**src/rtl/alu_operand_ctrl_pkg.sv**
```systemverilog
// ============================================================================
// Module : alu_operand_ctrl_pkg
// Brief  : Shared widths, ALU opcodes and FSM encoding for alu_operand_ctrl.
// Rev    : 1.0
// ============================================================================
`default_nettype none

package alu_operand_ctrl_pkg;

    localparam int DEF_DATA_W = 32;
    localparam int DEF_ADDR_W = 5;

    localparam logic [2:0] OP_AND  = 3'b000;
    localparam logic [2:0] OP_OR   = 3'b001;
    localparam logic [2:0] OP_XOR  = 3'b010;
    localparam logic [2:0] OP_XNOR = 3'b011;
    localparam logic [2:0] OP_ADD  = 3'b100;
    localparam logic [2:0] OP_SUB  = 3'b101;
    localparam logic [2:0] OP_SLT  = 3'b110;
    localparam logic [2:0] OP_SLL  = 3'b111;

    typedef logic [1:0] state_t;
    localparam state_t ST_IDLE = 2'd0;
    localparam state_t ST_LOAD = 2'd1;
    localparam state_t ST_EXEC = 2'd2;
    localparam state_t ST_WB   = 2'd3;

endpackage

`default_nettype wire

```
**src/rtl/alu_operand_ctrl_if.sv**
```systemverilog
// ============================================================================
// Module : alu_operand_ctrl_if
// Brief  : Operand/result bundle between the sequencer (master) and the ALU.
// Rev    : 1.0
// ============================================================================
`default_nettype none

interface alu_operand_ctrl_if
    import alu_operand_ctrl_pkg::*;
#(
    parameter int DATA_W = DEF_DATA_W
);
    logic [DATA_W-1:0] A;
    logic [DATA_W-1:0] B;
    logic [2:0]        ALU_OP;
    logic [DATA_W-1:0] F;
    logic              ZF;
    logic              OF;

    modport master (output A, output B, output ALU_OP, input F, input ZF, input OF);
    modport slave  (input A, input B, input ALU_OP, output F, output ZF, output OF);
endinterface

`default_nettype wire

```
**src/rtl/alu_operand_ctrl_regfile.sv**
```systemverilog
// ============================================================================
// Module : alu_regfile
// Brief  : 2^ADDR_W x DATA_W registers, r0 reads zero; two captured read
//          ports, one combinational debug read, one write port.
// Rev    : 1.0
// ============================================================================
`default_nettype none

module alu_regfile
    import alu_operand_ctrl_pkg::*;
#(
    parameter int DATA_W = DEF_DATA_W,
    parameter int ADDR_W = DEF_ADDR_W
) (
    input  wire logic              clk,
    input  wire logic              rst_n,
    input  wire logic              we_i,
    input  wire logic [ADDR_W-1:0] waddr_i,
    input  wire logic [DATA_W-1:0] wdata_i,
    input  wire logic              cap_i,
    input  wire logic [ADDR_W-1:0] raddr_a_i,
    input  wire logic [ADDR_W-1:0] raddr_b_i,
    output logic      [DATA_W-1:0] rdata_a_o,
    output logic      [DATA_W-1:0] rdata_b_o,
    input  wire logic [ADDR_W-1:0] dbg_addr_i,
    output logic      [DATA_W-1:0] dbg_data_o
);
    localparam int NREGS = 1 << ADDR_W;

    logic [DATA_W-1:0] regs_q [NREGS];
    logic [DATA_W-1:0] rd_a_d;
    logic [DATA_W-1:0] rd_b_d;
    logic [DATA_W-1:0] a_q;
    logic [DATA_W-1:0] b_q;

    always_ff @(posedge clk or negedge rst_n) begin
        if (!rst_n) begin
            for (int i = 0; i < NREGS; i++) regs_q[i] <= '0;
        end else if (we_i && (waddr_i != '0)) begin
            regs_q[waddr_i] <= wdata_i;
        end
    end

    always_comb begin
        rd_a_d     = (raddr_a_i  == '0) ? '0 : regs_q[raddr_a_i];
        rd_b_d     = (raddr_b_i  == '0) ? '0 : regs_q[raddr_b_i];
        dbg_data_o = (dbg_addr_i == '0) ? '0 : regs_q[dbg_addr_i];
    end

    // Captured operands hold between operations so the ALU output stays stable.
    always_ff @(posedge clk or negedge rst_n) begin
        if (!rst_n) begin
            a_q <= '0;
            b_q <= '0;
        end else if (cap_i) begin
            a_q <= rd_a_d;
            b_q <= rd_b_d;
        end
    end

    assign rdata_a_o = a_q;
    assign rdata_b_o = b_q;

endmodule

`default_nettype wire

```
**src/rtl/alu_operand_ctrl.sv**
```systemverilog
// ============================================================================
// Module : alu_operand_ctrl
// Brief  : IDLE/LOAD/EXEC/WB sequencer feeding a combinational ALU from a
//          programmable register file and writing the result back.
// Rev    : 1.0
// ============================================================================
`default_nettype none

module alu_operand_ctrl
    import alu_operand_ctrl_pkg::*;
#(
    parameter int DATA_W = DEF_DATA_W,
    parameter int ADDR_W = DEF_ADDR_W
) (
    input  wire logic              clk,
    input  wire logic              rst_n,
    input  wire logic              start,
    input  wire logic [ADDR_W-1:0] R_Addr_A,
    input  wire logic [ADDR_W-1:0] R_Addr_B,
    input  wire logic [ADDR_W-1:0] W_Addr,
    input  wire logic [2:0]        OP_in,
    input  wire logic              init_we,
    input  wire logic [ADDR_W-1:0] init_addr,
    input  wire logic [DATA_W-1:0] init_data,
    alu_operand_ctrl_if.master     alu,
    output logic      [DATA_W-1:0] F_q,
    output logic                   ZF_q,
    output logic                   OF_q,
    output logic                   busy,
    output logic                   done,
    input  wire logic [ADDR_W-1:0] DBG_Addr,
    output logic      [DATA_W-1:0] DBG_Data
);
    state_t            state_q, state_d;
    logic [ADDR_W-1:0] ra_q, rb_q, rd_q;
    logic [2:0]        op_q, alu_op_q;
    logic [DATA_W-1:0] f_res_q;
    logic              zf_res_q, of_res_q, done_q;

    logic              accept, cap_en, exec_en, wb_en;
    logic              rf_we;
    logic [ADDR_W-1:0] rf_waddr;
    logic [DATA_W-1:0] rf_wdata;
    logic [DATA_W-1:0] rf_a, rf_b;

    always_ff @(posedge clk or negedge rst_n) begin
        if (!rst_n) state_q <= ST_IDLE;
        else        state_q <= state_d;
    end

    always_comb begin
        state_d = state_q;
        case (state_q)
            ST_IDLE: if (start) state_d = ST_LOAD;
            ST_LOAD: state_d = ST_EXEC;
            ST_EXEC: state_d = ST_WB;
            ST_WB:   state_d = ST_IDLE;
            default: state_d = ST_IDLE;
        endcase
    end

    always_comb begin
        busy    = (state_q != ST_IDLE);
        accept  = (state_q == ST_IDLE) && start;
        cap_en  = (state_q == ST_LOAD);
        exec_en = (state_q == ST_EXEC);
        wb_en   = (state_q == ST_WB);
    end

    always_ff @(posedge clk or negedge rst_n) begin
        if (!rst_n) begin
            ra_q     <= '0;
            rb_q     <= '0;
            rd_q     <= '0;
            op_q     <= OP_AND;
            alu_op_q <= OP_AND;
            f_res_q  <= '0;
            zf_res_q <= 1'b0;
            of_res_q <= 1'b0;
            done_q   <= 1'b0;
        end else begin
            done_q <= wb_en;
            if (accept) begin
                ra_q <= R_Addr_A;
                rb_q <= R_Addr_B;
                rd_q <= W_Addr;
                op_q <= OP_in;
            end
            if (cap_en) alu_op_q <= op_q;
            if (exec_en) begin
                f_res_q  <= alu.F;
                zf_res_q <= alu.ZF;
                of_res_q <= alu.OF;
            end
        end
    end

    // Write-back and preload never coincide: preload is only honoured in IDLE.
    always_comb begin
        if (wb_en) begin
            rf_we    = (rd_q != '0);
            rf_waddr = rd_q;
            rf_wdata = f_res_q;
        end else begin
            rf_we    = (state_q == ST_IDLE) && init_we && (init_addr != '0);
            rf_waddr = init_addr;
            rf_wdata = init_data;
        end
    end

    alu_regfile #(
        .DATA_W (DATA_W),
        .ADDR_W (ADDR_W)
    ) u_regfile (
        .clk        (clk),
        .rst_n      (rst_n),
        .we_i       (rf_we),
        .waddr_i    (rf_waddr),
        .wdata_i    (rf_wdata),
        .cap_i      (cap_en),
        .raddr_a_i  (ra_q),
        .raddr_b_i  (rb_q),
        .rdata_a_o  (rf_a),
        .rdata_b_o  (rf_b),
        .dbg_addr_i (DBG_Addr),
        .dbg_data_o (DBG_Data)
    );

    assign alu.A      = rf_a;
    assign alu.B      = rf_b;
    assign alu.ALU_OP = alu_op_q;
    assign F_q        = f_res_q;
    assign ZF_q       = zf_res_q;
    assign OF_q       = of_res_q;
    assign done       = done_q;

endmodule

`default_nettype wire

```
**src/flat_wrapper.sv**
```systemverilog
// flat-port wrapper written by rule: the top's interface ports become plain ports
module alu_operand_ctrl_flat import alu_operand_ctrl_pkg::*;
#(
    parameter int DATA_W = DEF_DATA_W,
    parameter int ADDR_W = DEF_ADDR_W
)
  (clk, rst_n, start, R_Addr_A, R_Addr_B, W_Addr, OP_in, init_we, init_addr, init_data, F_q, ZF_q, OF_q, busy, done, DBG_Addr, DBG_Data, alu_A, alu_B, alu_ALU_OP, alu_F, alu_ZF, alu_OF);
  alu_operand_ctrl_if #(.DATA_W(DATA_W)) alu_i ();
  input  wire logic clk;
  input  wire logic rst_n;
  input  wire logic start;
  input  wire logic [ADDR_W-1:0] R_Addr_A;
  input  wire logic [ADDR_W-1:0] R_Addr_B;
  input  wire logic [ADDR_W-1:0] W_Addr;
  input  wire logic [2:0] OP_in;
  input  wire logic init_we;
  input  wire logic [ADDR_W-1:0] init_addr;
  input  wire logic [DATA_W-1:0] init_data;
  output logic      [DATA_W-1:0] F_q;
  output logic ZF_q;
  output logic OF_q;
  output logic busy;
  output logic done;
  input  wire logic [ADDR_W-1:0] DBG_Addr;
  output logic      [DATA_W-1:0] DBG_Data;
  output wire logic [$bits(alu_i.A)-1:0] alu_A;
  output wire logic [$bits(alu_i.B)-1:0] alu_B;
  output wire logic [$bits(alu_i.ALU_OP)-1:0] alu_ALU_OP;
  input wire logic [$bits(alu_i.F)-1:0] alu_F;
  input wire logic [$bits(alu_i.ZF)-1:0] alu_ZF;
  input wire logic [$bits(alu_i.OF)-1:0] alu_OF;
  assign alu_A = alu_i.A;
  assign alu_B = alu_i.B;
  assign alu_ALU_OP = alu_i.ALU_OP;
  assign alu_i.F = alu_F;
  assign alu_i.ZF = alu_ZF;
  assign alu_i.OF = alu_OF;
  alu_operand_ctrl #(.DATA_W(DATA_W), .ADDR_W(ADDR_W)) u_core (.clk(clk), .rst_n(rst_n), .start(start), .R_Addr_A(R_Addr_A), .R_Addr_B(R_Addr_B), .W_Addr(W_Addr), .OP_in(OP_in), .init_we(init_we), .init_addr(init_addr), .init_data(init_data), .alu(alu_i), .F_q(F_q), .ZF_q(ZF_q), .OF_q(OF_q), .busy(busy), .done(done), .DBG_Addr(DBG_Addr), .DBG_Data(DBG_Data));
endmodule
```
**config.mk**
```make
export PLATFORM = sky130hd
export DESIGN_NAME = alu_operand_ctrl_flat
export DESIGN_NICKNAME = d
export VERILOG_FILES = /design/src/rtl/alu_operand_ctrl_pkg.sv /design/src/rtl/alu_operand_ctrl_if.sv /design/src/rtl/alu_operand_ctrl_regfile.sv /design/src/rtl/alu_operand_ctrl.sv /design/src/flat_wrapper.sv
export SDC_FILE = /design/constraint.sdc
export NUM_CORES = 2
export LEC_CHECK = 0
export CORE_MARGIN = 2
export CORE_UTILIZATION = 30
export CTS_BUF_LIST = sky130_fd_sc_hd__clkbuf_8 sky130_fd_sc_hd__clkbuf_16
export DETAILED_ROUTE_END_ITERATION = 8
export GPL_TIMING_DRIVEN = 1
export PLACE_DENSITY = 0.54
export REMOVE_ABC_BUFFERS = 1
export SLEW_MARGIN = 25
export SYNTH_ARGS = -nofsm -noshare
export SYNTH_HDL_FRONTEND = slang
export SYNTH_SLANG_ARGS = --single-unit
```
**constraint.sdc**
```tcl
create_clock -name clk -period 2.8 [get_ports clk]
set_input_delay 0.42 -clock clk [delete_from_list [all_inputs] [get_ports clk]]
set_output_delay 0.42 -clock clk [all_outputs]
set_load 0.03 [all_outputs]
```
==> changes_impl.md <==
## Implementation

* Top power group: combinational cells
* Highest ir drop seen on vdd at 664 µV
* Destination of the worst register-to-register timing path: u_core.u_regfile.regs_q[767]$_DFFE_PN0P_
* Final Instance Area at 87800 µm²
* Clk pwr share at 17.0%
* Adder-cell share of the synthesized area at 0.105%
* Nature of the critical path endpoint: output pin
* Number of buffers created by CTS at 145
* Die Area at 242000 µm²
* Per-cell via count in the routed design at 5.76
* Final clock period utilization by the worst path at 111%
* Total setup buffers inserted after CTS at 203
* Antenna violation net count after detailed routing at 0
* Share of total power in sequential cells at 28.7%
* Dominant register cell in the synthesized netlist: sky130_fd_sc_hd__dfrtp_1
* Synthesis area per yosys at 71500 µm²
* Worst reg2reg setup slack at 0.09 ns
* Unrepaired setup endpoints after global routing: true
* Area growth from synthesis to layout at 22.7%
* Termination of the worst setup path: DBG_Data[5]
* Crit Reg-Reg Startpoint: u_core.state_q[1]$_DFFE_PN0P_
* Main logic family after synthesis: multiplexers
* Crit-path cells: mux4_2 > mux4_2 > a21o_4 > buf_12
* Number of endpoints with negative hold slack in the final report at 0
* Post-synth seq share at 40.1%
* Clock group at 19.7 mW
* Cell internal pwr at 66.0 mW
* H-tree lvl count at 4
* Synthesized area per cell at 12.0 µm²
* Cell leakage power at 35.2 nW
* Slowest Stage Delay on Critical Path at 0.52 ns
* Relative slew slack at 31.4%
* Launching instance or port of the critical path: u_core.u_regfile.regs_q[261]$_DFFE_PN0P_
* # setup viols final at 32
* Core utilization of the finished layout at 36.9%
* Registers, synthesis at 1146
* Wire length of the first global-routing pass at 404000 µm
* Sinks on Clock Net at 1146
* Clock buf count at 171
* Clock Network Area Fraction at 5.62%
* Commonest non-fill, non-tap cell in the layout: sky130_fd_sc_hd__dfrtp_1
* TritonCTS clock tree: built
* Share of flip-flops with an asynchronous set or reset at 100%
* Number of synthesized flops with an enable pin at 0
* Total placed cells including tap cells at 9131
* Most Frequent Cell on Critical Path: sky130_fd_sc_hd__mux4_2
* Mapped Cells at 5979
* Most frequent cells in the layout: sky130_fd_sc_hd__dfrtp_1, sky130_fd_sc_hd__a21oi_2, sky130_fd_sc_hd__mux4_2
* Floorplan core density at 30.1%
* Sequential cell area at 28700 µm²
* CP max-delay cell: sky130_fd_sc_hd__mux4_2
* Horizontal die dimension at 492 µm
* Most common cell in the netlist: sky130_fd_sc_hd__dfrtp_1
* Min-Delay Path Class: primary input to asynchronous set/reset pin
* Sequential cell power at 33.2 mW
* Core area at 238000 µm²
* Net switching share of the total power at 42.9%
* Total routing usage reported by global routing at 22.6%
* # Cells Yosys at 5979
* Result of the run: finished with violations
* Transition time at the pin with the least slew margin at 1.03 ns
* Root cell of the clock tree: sky130_fd_sc_hd__clkbuf_16
* Max-slew violations at 0
* Max-Cap Viols at 0
* Synthesized-area fraction occupied by ao, oa, aoi and oai cells at 17.6%
* DRC violation total after the first TritonRoute iteration at 6407
* Pre-CTS setup slack at -0.158 ns
* Invs w/o clock at 57
* Mapped cell area at 71500 µm²
* Clock transition at the registers of the reported paths at 0.06 ns
* PnR worst setup slack at -0.313 ns
* XOR Share, Synth at 0%
* Total power per unit cell area at 1320 nW/µm²
* Area fraction in mux cells at 28.4%
* Seq cells at 1146
* Type of the setup path with the least slack: flip-flop to output pin
* Cell Type Count at 60
* Final estimated routing congestion in global placement at 0.864
* Top cells by count: sky130_fd_sc_hd__dfrtp_1, sky130_fd_sc_hd__a21oi_2, sky130_fd_sc_hd__mux2i_1, sky130_fd_sc_hd__mux4_2, sky130_fd_sc_hd__nor2_2
* Number of iterations in the first detailed-routing pass at 6
* Worst endpoint data arrival time at 2.69 ns
* Number of global-route vias before repair at 55400
* Violations in the final reports: setup timing
* Overall Power at 116 mW
* Share of power burned in combinational logic at 54.3%
* Cell depth of the worst flop-to-flop path at 7
* Max Root-Sink Buffers at 3
* Total negative setup slack at -6.53 ns
* Launching element type of the critical path: flip-flop
* Maximum achievable frequency at 0.321 GHz
* Ant diodes at 2
* Fraction of standard cell area that is sequential at 32.7%
* Final Skew at 0.0357 ns
* Non-clock buffer share of cell area at 11.7%
* Maximum net fanout on the critical path at 2
* Boundary pin count at 233
* Power of the combinational group at 62.7 mW
* Leading area contributor after synthesis: sky130_fd_sc_hd__dfrtp_1
* Required time worst endpoint at 2.38 ns
* Instance count on the critical path at 4
* Largest net degree at the start of global routing at 104
* Fraction of final layout cells with drive strength greater than 1 at 45.8%
* Top area contributor share at 40.1%
* Synth area leaders: sky130_fd_sc_hd__dfrtp_1, sky130_fd_sc_hd__mux4_2, sky130_fd_sc_hd__mux2i_1
* Min cycle time layout at 3.11 ns
* Final Net Count at 6463
* Detail-routed net length per standard cell at 29.0 µm
* Cell area after placement at 80800 µm²
* Cell type taking the most area: multi-input combinational cells
* Insertion delay of the later-clocked pin in the worst-skew pair at 0.82 ns
* Multi-input gate share of total cell area at 45.2%
* Number of ordinary and repair buffers in the finished layout at 900
* Net load switching power at 49.6 mW
* And+or+nand+nor area frac at 8.33%
* Sum of overflow across all layers after global routing at 0
* Number of I/O port buffers at 232
* PostCTS Resize Cnt at 36
* Post-detail-place hpwl at 177000 µm
* Drt drc at 0
* Yosys warning tally at 0
* Critical path buffers and inverters at 1
* Minimum hold slack at 0.0953 ns
* Die height at 492 µm
* Cell family with most CP delay: multiplexers
* Number of logged tool warnings at 39
* Post-CTS Hold Fix Bufs at 1
* Multi-input gates at 4109
* Number of antenna violations at the first check in global routing at 6
* Logic area at 39600 µm²
## layer usage
metal  vias up  share of wire (%)  track usage (%)
li1      23200                  -                -
met1     28800                 43             31.9
met2      2857                 44             34.1
met3       560                8.5             4.46
met4         2                3.9             8.55
met5         -             0.0036                0
## flip-flops by register name (all words and copies together) (netlist names)
| register | flops |
|---|---|
| u_core.rd_q | 5 |
| u_core.u_regfile.rdata_b_o | 32 |
| u_core.alu.ALU_OP | 3 |
| u_core.u_regfile.rdata_a_o | 32 |
| u_core.op_q | 3 |
| u_core.ZF_q | 1 |
| u_core.ra_q | 5 |
| u_core.OF_q | 1 |
| u_core.done | 1 |
| u_core.F_q | 32 |
| u_core.state_q | 2 |
| u_core.rb_q | 5 |
| u_core.u_regfile.regs_q | 1024 |
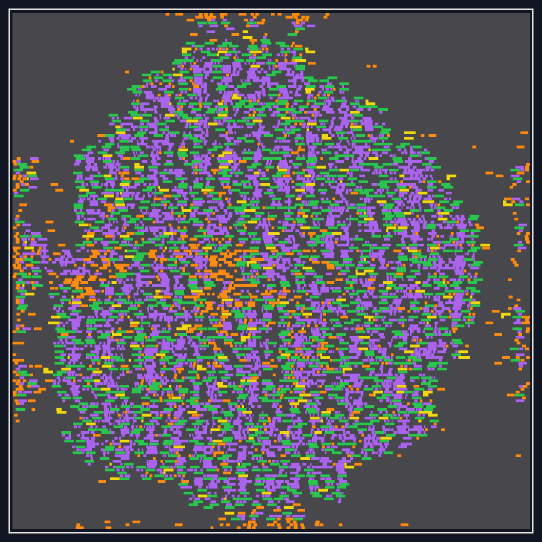
*Cell classes on the final placement*
Fill, decap, tap and diode cells in grey.
legend:
  remaining logic cells:
    colour: purple
    cells: 4166
  sequential cells:
    colour: green
    cells: 1146
  remaining buffers and delay cells:
    colour: orange
    cells: 900
  clock drivers and dummy loads:
    colour: yellow
    cells: 255

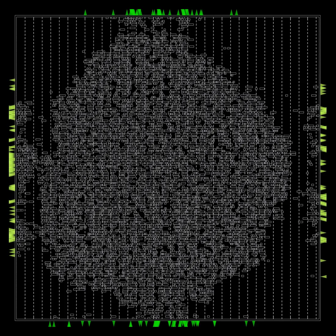
*Cell placement*
fillcell total: 22900
number of cells in the finished layout apart from fillers: 9636
# rows: 179
inserted tap cell count: 3167

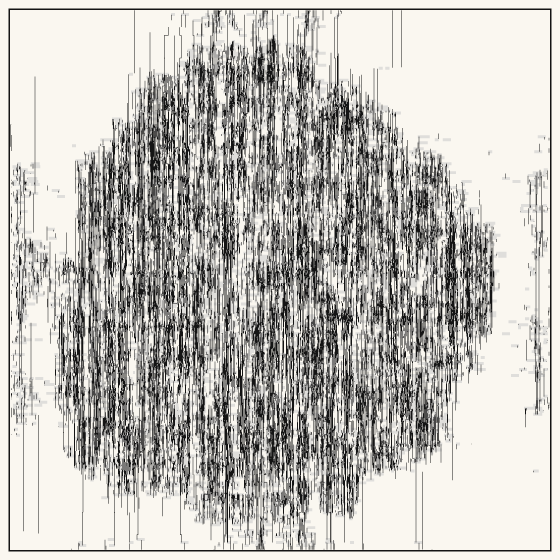
*Met2 routing*
Cells faint in the background.
nets with wire on the layer: 5267
main direction: vertical
count of vias placed by the detailed router: 55500
met2 track utilization from global routing: 34.1%
Routed WL: 279000 µm

No activity file was given, so power comes from the tool's default toggle rates.
